===== src/rtl/id_pkg.sv =====
// Shared decode-stage types: control bundle, opcodes, FSM states.
// Opcode constants are also used by the immediate generator.
package id_pkg;

  typedef struct packed {
    logic alu_imm;
    logic mem_read;
    logic mem_write;
    logic reg_write;
    logic branch;
    logic jump;
    logic illegal;
  } ctrl_t;

  typedef struct packed {
    logic [31:0] instr;
    logic [31:0] pc;
    ctrl_t       ctrl;
  } id_ex_t;

  typedef enum logic {
    RUN,
    FLUSH
  } state_t;

  localparam logic [6:0] OP_R     = 7'b0110011;
  localparam logic [6:0] OP_I     = 7'b0010011;
  localparam logic [6:0] OP_LOAD  = 7'b0000011;
  localparam logic [6:0] OP_JALR  = 7'b1100111;
  localparam logic [6:0] OP_S     = 7'b0100011;
  localparam logic [6:0] OP_B     = 7'b1100011;
  localparam logic [6:0] OP_LUI   = 7'b0110111;
  localparam logic [6:0] OP_AUIPC = 7'b0010111;
  localparam logic [6:0] OP_JAL   = 7'b1101111;

endpackage


===== src/rtl/id_decode.sv =====
// Opcode decoder: control bundle plus source-register usage.
// Unknown opcodes raise illegal with all other controls clear.
module id_decode
  import id_pkg::*;
(
  input  logic [6:0] opcode,
  output ctrl_t      ctrl,
  output logic       rs1_used,
  output logic       rs2_used
);

  always_comb begin
    ctrl     = '0;
    rs1_used = 1'b0;
    rs2_used = 1'b0;
    unique case (1'b1)
      opcode == OP_R: begin
        ctrl.reg_write = 1'b1;
        rs1_used       = 1'b1;
        rs2_used       = 1'b1;
      end
      opcode == OP_S: begin
        ctrl.alu_imm   = 1'b1;
        ctrl.mem_write = 1'b1;
        rs1_used       = 1'b1;
        rs2_used       = 1'b1;
      end
      opcode == OP_B: begin
        ctrl.branch = 1'b1;
        rs1_used    = 1'b1;
        rs2_used    = 1'b1;
      end
      opcode == OP_I: begin
        ctrl.alu_imm   = 1'b1;
        ctrl.reg_write = 1'b1;
        rs1_used       = 1'b1;
      end
      opcode == OP_LOAD: begin
        ctrl.alu_imm   = 1'b1;
        ctrl.mem_read  = 1'b1;
        ctrl.reg_write = 1'b1;
        rs1_used       = 1'b1;
      end
      opcode == OP_JALR: begin
        ctrl.alu_imm   = 1'b1;
        ctrl.jump      = 1'b1;
        ctrl.reg_write = 1'b1;
        rs1_used       = 1'b1;
      end
      opcode == OP_LUI,
      opcode == OP_AUIPC: begin
        ctrl.alu_imm   = 1'b1;
        ctrl.reg_write = 1'b1;
      end
      opcode == OP_JAL: begin
        ctrl.jump      = 1'b1;
        ctrl.reg_write = 1'b1;
      end
      default: begin
        ctrl.illegal = 1'b1;
      end
    endcase
  end

endmodule


===== src/rtl/id_stage_ctrl.sv =====
// Decode-stage controller: IF handshake, ID/EXE register,
// load-use bubbles, redirect flush window, stall/flush counters.
module id_stage_ctrl
  import id_pkg::*;
#(
  parameter int unsigned FLUSH_CYCLES = 1,
  parameter int unsigned CNT_W        = 16
) (
  input  logic             clk,
  input  logic             rst_n,
  input  logic             if_valid,
  input  logic [31:0]      if_instr,
  input  logic [31:0]      if_pc,
  output logic             if_ready,
  input  logic             ex_ready,
  input  logic             ex_flush,
  output logic             idex_valid,
  output logic [31:0]      idex_instr,
  output logic [31:0]      idex_pc,
  output logic [4:0]       idex_rd,
  output logic [4:0]       idex_rs1,
  output logic [4:0]       idex_rs2,
  output logic [2:0]       idex_funct3,
  output ctrl_t            idex_ctrl,
  output logic [CNT_W-1:0] stall_cnt,
  output logic [CNT_W-1:0] flush_cnt
);

  localparam logic [2:0] FC = 3'(FLUSH_CYCLES);

  state_t     state_q;
  state_t     state_d;
  logic [2:0] fcnt_q;
  logic [2:0] fcnt_d;
  id_ex_t     idex_q;
  logic       valid_q;

  ctrl_t      dec_ctrl;
  logic       rs1_used;
  logic       rs2_used;

  logic       adv;
  logic       flush;
  logic       hazard;
  logic       rdy;
  logic       load;
  logic       load_instr;
  logic       stall_inc;
  logic       flush_inc;

  id_decode u_dec (
    .opcode   (if_instr[6:0]),
    .ctrl     (dec_ctrl),
    .rs1_used (rs1_used),
    .rs2_used (rs2_used)
  );

  assign idex_valid  = valid_q;
  assign idex_instr  = idex_q.instr;
  assign idex_pc     = idex_q.pc;
  assign idex_ctrl   = idex_q.ctrl;
  assign idex_rd     = idex_q.instr[11:7];
  assign idex_rs1    = idex_q.instr[19:15];
  assign idex_rs2    = idex_q.instr[24:20];
  assign idex_funct3 = idex_q.instr[14:12];

  assign adv   = !valid_q || ex_ready;
  assign flush = ex_flush && ex_ready;

  // x0 never carries a real load result, so it cannot cause a stall
  assign hazard = if_valid && valid_q
               && idex_q.ctrl.mem_read
               && (idex_rd != 5'd0)
               && ((rs1_used && if_instr[19:15] == idex_rd)
                || (rs2_used && if_instr[24:20] == idex_rd));

  assign if_ready = rst_n && rdy;

  always_comb begin
    state_d    = state_q;
    fcnt_d     = fcnt_q;
    rdy        = 1'b0;
    load       = 1'b0;
    load_instr = 1'b0;
    stall_inc  = 1'b0;
    flush_inc  = 1'b0;
    unique case (state_q)
      RUN: begin
        if (flush) begin
          rdy       = 1'b1;
          load      = 1'b1;
          state_d   = FLUSH;
          fcnt_d    = FC;
          flush_inc = 1'b1;
        end else if (adv) begin
          load       = 1'b1;
          rdy        = !hazard;
          stall_inc  = hazard;
          load_instr = !hazard && if_valid;
        end
      end
      FLUSH: begin
        rdy  = 1'b1;
        load = 1'b1;
        if (flush) begin
          fcnt_d    = FC;
          flush_inc = 1'b1;
        end else if (fcnt_q == 3'd1) begin
          state_d = RUN;
        end else begin
          fcnt_d = fcnt_q - 3'd1;
        end
      end
      default: state_d = RUN;
    endcase
  end

  always_ff @(posedge clk or negedge rst_n) begin
    if (!rst_n) begin
      state_q <= RUN;
      fcnt_q  <= '0;
      valid_q <= 1'b0;
      idex_q  <= '0;
    end else begin
      state_q <= state_d;
      fcnt_q  <= fcnt_d;
      if (load) begin
        valid_q <= load_instr;
        if (load_instr) begin
          idex_q <= '{instr: if_instr, pc: if_pc, ctrl: dec_ctrl};
        end else begin
          idex_q <= '0;
        end
      end
    end
  end

  always_ff @(posedge clk or negedge rst_n) begin
    if (!rst_n) begin
      stall_cnt <= '0;
      flush_cnt <= '0;
    end else begin
      if (stall_inc && stall_cnt != '1) begin
        stall_cnt <= stall_cnt + CNT_W'(1);
      end
      if (flush_inc && flush_cnt != '1) begin
        flush_cnt <= flush_cnt + CNT_W'(1);
      end
    end
  end

endmodule

===== config.mk =====
export PLATFORM = sky130hd
export DESIGN_NAME = id_stage_ctrl
export DESIGN_NICKNAME = d
export VERILOG_FILES = /design/src/rtl/id_pkg.sv /design/src/rtl/id_decode.sv /design/src/rtl/id_stage_ctrl.sv
export SDC_FILE = /design/constraint.sdc
export NUM_CORES = 1
export LEC_CHECK = 0
export CORE_MARGIN = 3
export CORE_UTILIZATION = 48
export CTS_BUF_LIST = sky130_fd_sc_hd__clkbuf_4
export CTS_CLUSTER_SIZE = 14
export DETAILED_ROUTE_END_ITERATION = 12
export MAX_ROUTING_LAYER = met4
export PLACE_DENSITY = 0.84
export SLEW_MARGIN = 40
export SYNTH_ARGS = -nofsm -noshare
export SYNTH_HDL_FRONTEND = slang
export SYNTH_SLANG_ARGS = --single-unit

===== constraint.sdc =====
create_clock -name clk -period 4.6 [get_ports clk]
set_input_delay 0.92 -clock clk [delete_from_list [all_inputs] [get_ports clk]]
set_output_delay 0.92 -clock clk [all_outputs]
set_load 0.05 [all_outputs]

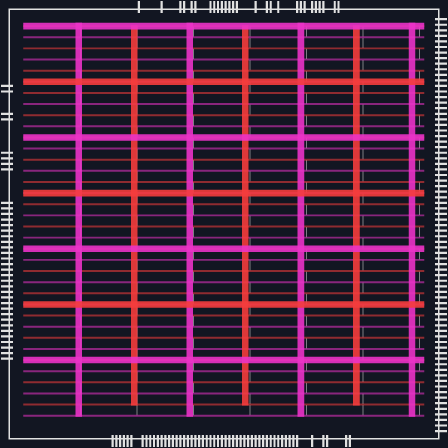
run_1/power_grid.png
Pins as bars on the die edge. Tap cells in grey.
- magenta: VSS
- red: VDD
- tap cells: 129
- rows: 35
- met5 straps: 7
- signal pins: 192
- met4 straps: 7

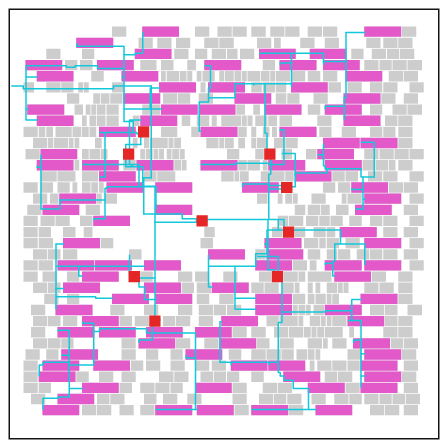
run_1/clk_routes.png
- cyan: clock wires (length 1140 µm)
- magenta: flip-flops (count 108)
- red: clock drivers (count 9)
- flops lie: widely spread
- routed clock nets: 10
Worst Clk Skew: 20.5 ps
clock network power share: 0.182
Skew-Pair Late Insertion Delay: 430 ps
total clock network power: 426 µW

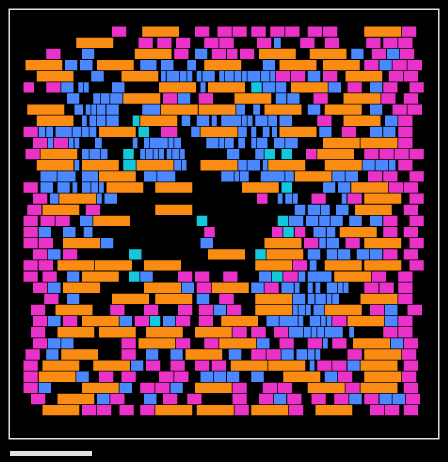
run_1/placement_by_type.png
Bar = 20 µm.
- blue: combinational and other logic (cells 248; share of their area 27%)
- magenta: other buffers and delay cells (cells 197; share of their area 30%)
- cyan: clock drivers and dummy loads (cells 16; share of their area 1.8%)
- orange: flops (cells 108; share of their area 41%)

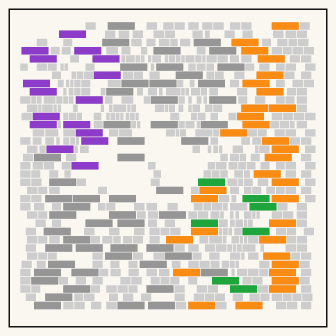
run_1/flops_by_reg.png
- green: idex_ctrl (placed flops 7)
- orange: idex_instr (placed flops 32)
- purple: flush_cnt (placed flops 16)

==> impl_metrics.csv, run 1 <==
group,metric,value,unit
die,die_h,105,µm
synthesis,ys_cells,392,
die,die_area,10900,µm²
synthesis,ys_sh_adder,0.0107,
placement,hpwlAfterDp,9270,µm
final_timing,worst_pin_slew,703,ps
run_status,outcome,"complete, no violations",
final_timing,setup_violations,0,
synthesis,mux_share,0.00724,
power_and_ir_drop,p_comb,799,µW
placement,dp_cells,682,
power_and_ir_drop,p_per_area,349,nW/µm²
synthesis,ys_types,44,
critical_path,path_cells,"clkdlybuf4s50_1 -> and4bb_1 -> nand3_1 -> o22a_1 -> nor2_1 -> nor2_1 -> o31a_1 -> buf_4",
synthesis,synth-edff-count,0,
cells_and_area,clkCellAreaFrac,0.0179,
grt,use_met1,0.293,
cells_and_area,bufAreaShareNonClock,0.292,
critical_path,cp_top_family,"simple AND/OR/NAND/NOR gates",
synthesis,top_logic_kind,"AND-OR/OR-AND gates",
critical_path,max_stage_delay,550,ps
cells_and_area,clkbuf_count,11,
final_timing,period_needed,3830,ps
cells_and_area,inverters,7,
grt,grt_pass1_wl,20400,µm
placement,dpl_cell_area,6580,µm²
clocking,post_cts_buffers,0,
synthesis,synth_flops,108,
power_and_ir_drop,intPower,1450,µW
power_and_ir_drop,power-top-group,"sequential cells",
power_and_ir_drop,combPwrFrac,0.342,
cells_and_area,stdcell_area,6700,µm²
drt,met2_wirelength,6400,µm
critical_path,cp-startpoint,"if_instr[2]",
clocking,cts_made_buffers,9,
grt,grt_max_degree,80,
synthesis,yosysMostFrequentCell,"dfrtp_1",
critical_path,cp_slowest_cell,"clkdlybuf4s50_1",
final_timing,hold-worst-slack,391,ps
power_and_ir_drop,swShare,0.380,
grt,grt_antenna_before_repair,0,
die,core_region_area,9330,µm²
cells_and_area,nMultiInputCombCells,241,
placement,gp_congestion,0.851,
final_timing,drv_slew,0,
synthesis,synth-async-reset-ratio,1.00,
drt,totalWireLength,12600,µm
synthesis,aoi_share,0.170,
synthesis,synthCells,392,
power_and_ir_drop,p_leak,0.00284,µW
die,initial_utilization,0.500,
synthesis,yosysTopAreaCell,"dfrtp_1",
synthesis,synth_nets,465,
synthesis,synth_area,4660,µm²
clocking,cts.repair.resized,0,
critical_path,critPathKind,"in2out",
grt,grt_pass1_vias,3928,
grt,top_usage_layer,"met2",
clocking,htree_levels,3,
synthesis,ys_top_cells_by_count,"108 x dfrtp_1, 65 x a22o_1, 33 x nand2_1, 33 x xnor2_1, 21 x buf_4",
critical_path,cp-endpoint,"if_ready",
clocking,cts-hold-fix-buffers,0,
critical_path,rrSetupSlack,2210,ps
final_timing,setup_ws,770,ps
drt,dr_wl_met3,838,µm
critical_path,endpoint_kind,"output pin",
critical_path,cp_common_cell,"nor2_1",
synthesis,synth_warnings,0,
synthesis,simple_gate_share,0.111,
drt,dr.pass1.iters,4,
cells_and_area,comb_area,1730,µm²
drt,drt_iter0_drc,125,
cells_and_area,n_all_buffers,197,
synthesis,ys_sh_xor,0.0695,
die,placementRows,35,
critical_path,worst-path-buf-inv,2,
critical_path,worst-path-stages,8,
cells_and_area,largest_class,"sequential cells",
critical_path,required,3680,ps
critical_path,critPathLaunchType,"input pin",
cells_and_area,lay_top_count,"clkdlybuf4s50_1",
drt,via_per_inst,5.56,
cells_and_area,final_core_util,0.718,
cells_and_area,fill_cells,690,
critical_path,reg2reg_from,"idex_instr[8]$_DFFE_PN0P_",
run_1/congestion.png
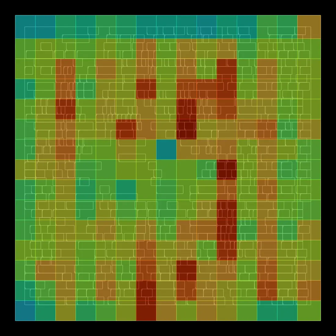

## Run 2: what changed since run 1
Settings changed: CORE_UTILIZATION 48 to 44, PLACE_DENSITY 0.84 to 0.78.
Clock period 4.6 ns to 3.7 ns, I/O delays scaled along.
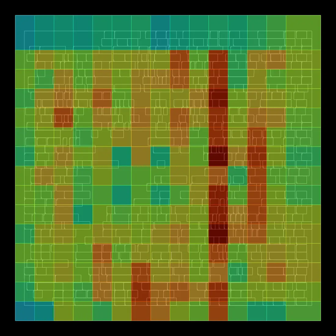
run_2/congestion.png
wire per inst: 17.8 µm
GR Util All Layers: 0.221
GR Util met3: 0.0367
Most Crowded Layer GR: met2

==> impl_metrics.csv, run 2 <==
group,metric,value,unit
run_status,outcome,"complete, no violations",
drt,dr_wl_met3,846,µm
synthesis,ys_top_cells_by_count,"108 x dfrtp_1, 65 x a22o_1, 33 x nand2_1, 33 x xnor2_1, 21 x buf_4",
die,io_pins,192,
cells_and_area,nMultiInputCombCells,241,
critical_path,cp-startpoint,"if_instr[4]",
placement,dp_cells,688,
clocking,cts_buffer_depth,2,
die,fp.dieW,109,µm
placement,numPortBuffers,191,
critical_path,cp_top_family,"AND-OR/OR-AND gates",
power_and_ir_drop,intPower,1910,µW
final_timing,setup_violations,0,
final_timing,grt_setup_unrepaired,"false",
cells_and_area,seq_area,2700,µm²
drt,ant_nets,0,
grt,grt_pass1_vias,3807,
drt,met2_wirelength,6220,µm
clocking,cts_sinks,108,
critical_path,path_cells,"clkdlybuf4s50_1 -> a21boi_0 -> nand4_1 -> o22a_1 -> nor2_1 -> nor2_1 -> o31a_1 -> buf_4",
cells_and_area,stdcell_area,6760,µm²
power_and_ir_drop,p_switching,1100,µW
clocking,post_cts_buffers,0,
cells_and_area,lay_top_cells,"189 x clkdlybuf4s50_1, 108 x dfrtp_1, 65 x a22o_1, 33 x xnor2_1, 33 x nand2_1",
drt,drcViolationCount,0,
cells_and_area,drive_gt1_frac,0.0561,
critical_path,cp_common_cell,"nor2_1",
cells_and_area,clkCellAreaFrac,0.0219,
synthesis,yosysMostFrequentCell,"dfrtp_1",
final_timing,period_needed,3460,ps
clocking,clock-root-buffer,"clkbuf_4",
drt,via_per_inst,5.41,
critical_path,cp-endpoint,"if_ready",
drt,dr.pass1.iters,4,
synthesis,synth_area,4660,µm²
drt,totalWireLength,12500,µm
critical_path,worstRegToRegCells,5,
die,core_region_area,10000,µm²
cells_and_area,inverters,7,
cells_and_area,bufAreaShareNonClock,0.294,
grt,grt_antenna_before_repair,0,
cells_and_area,final_core_util,0.673,
run,maxCapViolations,0,
clocking,htree_levels,3,
die,die_area,11900,µm²
synthesis,yosys-top-cells-area,"dfrtp_1 58%, a22o_1 12%, xnor2_1 6.2%",
synthesis,ys_sh_adder,0.0107,
power_and_ir_drop,vdd_drop_max,0.469,mV
synthesis,synthCells,392,
clocking,cts-hold-fix-buffers,0,
placement,gp_congestion,0.847,
critical_path,critPathArrivalTime,2720,ps
grt,grt.overflow.total,0,
die,die_h,109,µm
critical_path,max_stage_delay,540,ps
synthesis,ys_sh_xor,0.0695,
final_timing,drv_slew,0,
synthesis,mux_share,0.00724,
power_and_ir_drop,swShare,0.364,
critical_path,cp_max_fo,7,
clocking,clkTransAtPathRegs,160,ps
power_and_ir_drop,p_comb,999,µW
final_timing,setup_ws,245,ps
drt,routed.top_layer,"met4",
synthesis,synth-async-reset-ratio,1.00,
placement,dp_slack,262,ps
final_timing,final.setup.tns,0,ps
power_and_ir_drop,p_clk,631,µW
cells_and_area,lay_top_count,"clkdlybuf4s50_1",
min_path,holdCritPathClass,"in2async",
power_and_ir_drop,sequentialPowerShare,0.459,
cells_and_area,largest_class,"sequential cells",
grt,grt_util_met2,0.368,
cells_and_area,fill_cells,767,
critical_path,reg2reg_from,"idex_instr[8]$_DFFE_PN0P_",
grt,use_met1,0.274,
clocking,cts_made_buffers,9,
cells_and_area,area_growth,44.8,%
synthesis,synth_warnings,0,
synthesis,ys_types,44,
synthesis,synth-edff-count,0,
grt,grt_max_degree,74,
synthesis,ys_cells,392,
synthesis,synth.avg_cell_area,11.9,µm²
die,initial_utilization,0.464,
clocking,cts.repair.resized,0,
drt,drt_iter0_drc,213,
synthesis,yosysTopAreaCellShare,0.579,
cells_and_area,fin_nets,639,
placement,hpwlAfterDp,9180,µm
power_and_ir_drop,combPwrFrac,0.332,
cells_and_area,clkbuf_count,9,
power_and_ir_drop,clock_power_share,0.210,
critical_path,worst-path-stages,8,
drt,wl_met1,5230,µm
die,placementRows,36,
cells_and_area,n_all_buffers,199,
clocking,clkLatencyLatePin,450,ps
run,warnings,27,
grt,grt_pass1_wl,19800,µm
synthesis,yosysChipArea,4660,µm²
power_and_ir_drop,p_leak,0.00286,µW
critical_path,worst-path-buf-inv,2,
critical_path,required,2960,ps
power_and_ir_drop,finalPower,3010,µW
synthesis,synth_nets,465,
critical_path,rrSetupSlack,1270,ps
power_and_ir_drop,power-top-group,"sequential cells",
final_timing,hold_viol,0,
synthesis,ys.flop_type,"dfrtp_1",
synthesis,synth_flops,108,
synthesis,simple_gate_share,0.111,
final_timing,worst_pin_slew,645,ps
critical_path,cp_slowest_cell,"clkdlybuf4s50_1",
synthesis,top_logic_kind,"AND-OR/OR-AND gates",
critical_path,critPathLaunchType,"input pin",
cells_and_area,diodes,0,
critical_path,endpoint_kind,"output pin",
cells_and_area,comb_area,1730,µm²
power_and_ir_drop,sequentialPower,1380,µW
clocking,tritoncts,"yes",
final_timing,fin_worst_skew,14.1,ps
cells_and_area,instances_no_fill,703,
cells_and_area,seq_area_frac,0.400,
critical_path,critPathKind,"in2out",
final_timing,max_slew_margin,0.569,
final_timing,hold-worst-slack,209,ps
placement,dpl_cell_area,6610,µm²
synthesis,yosysTopAreaCell,"dfrtp_1",
power_and_ir_drop,p_per_area,445,nW/µm²
synthesis,aoi_share,0.170,
Power and IR drop assume default switching activity.
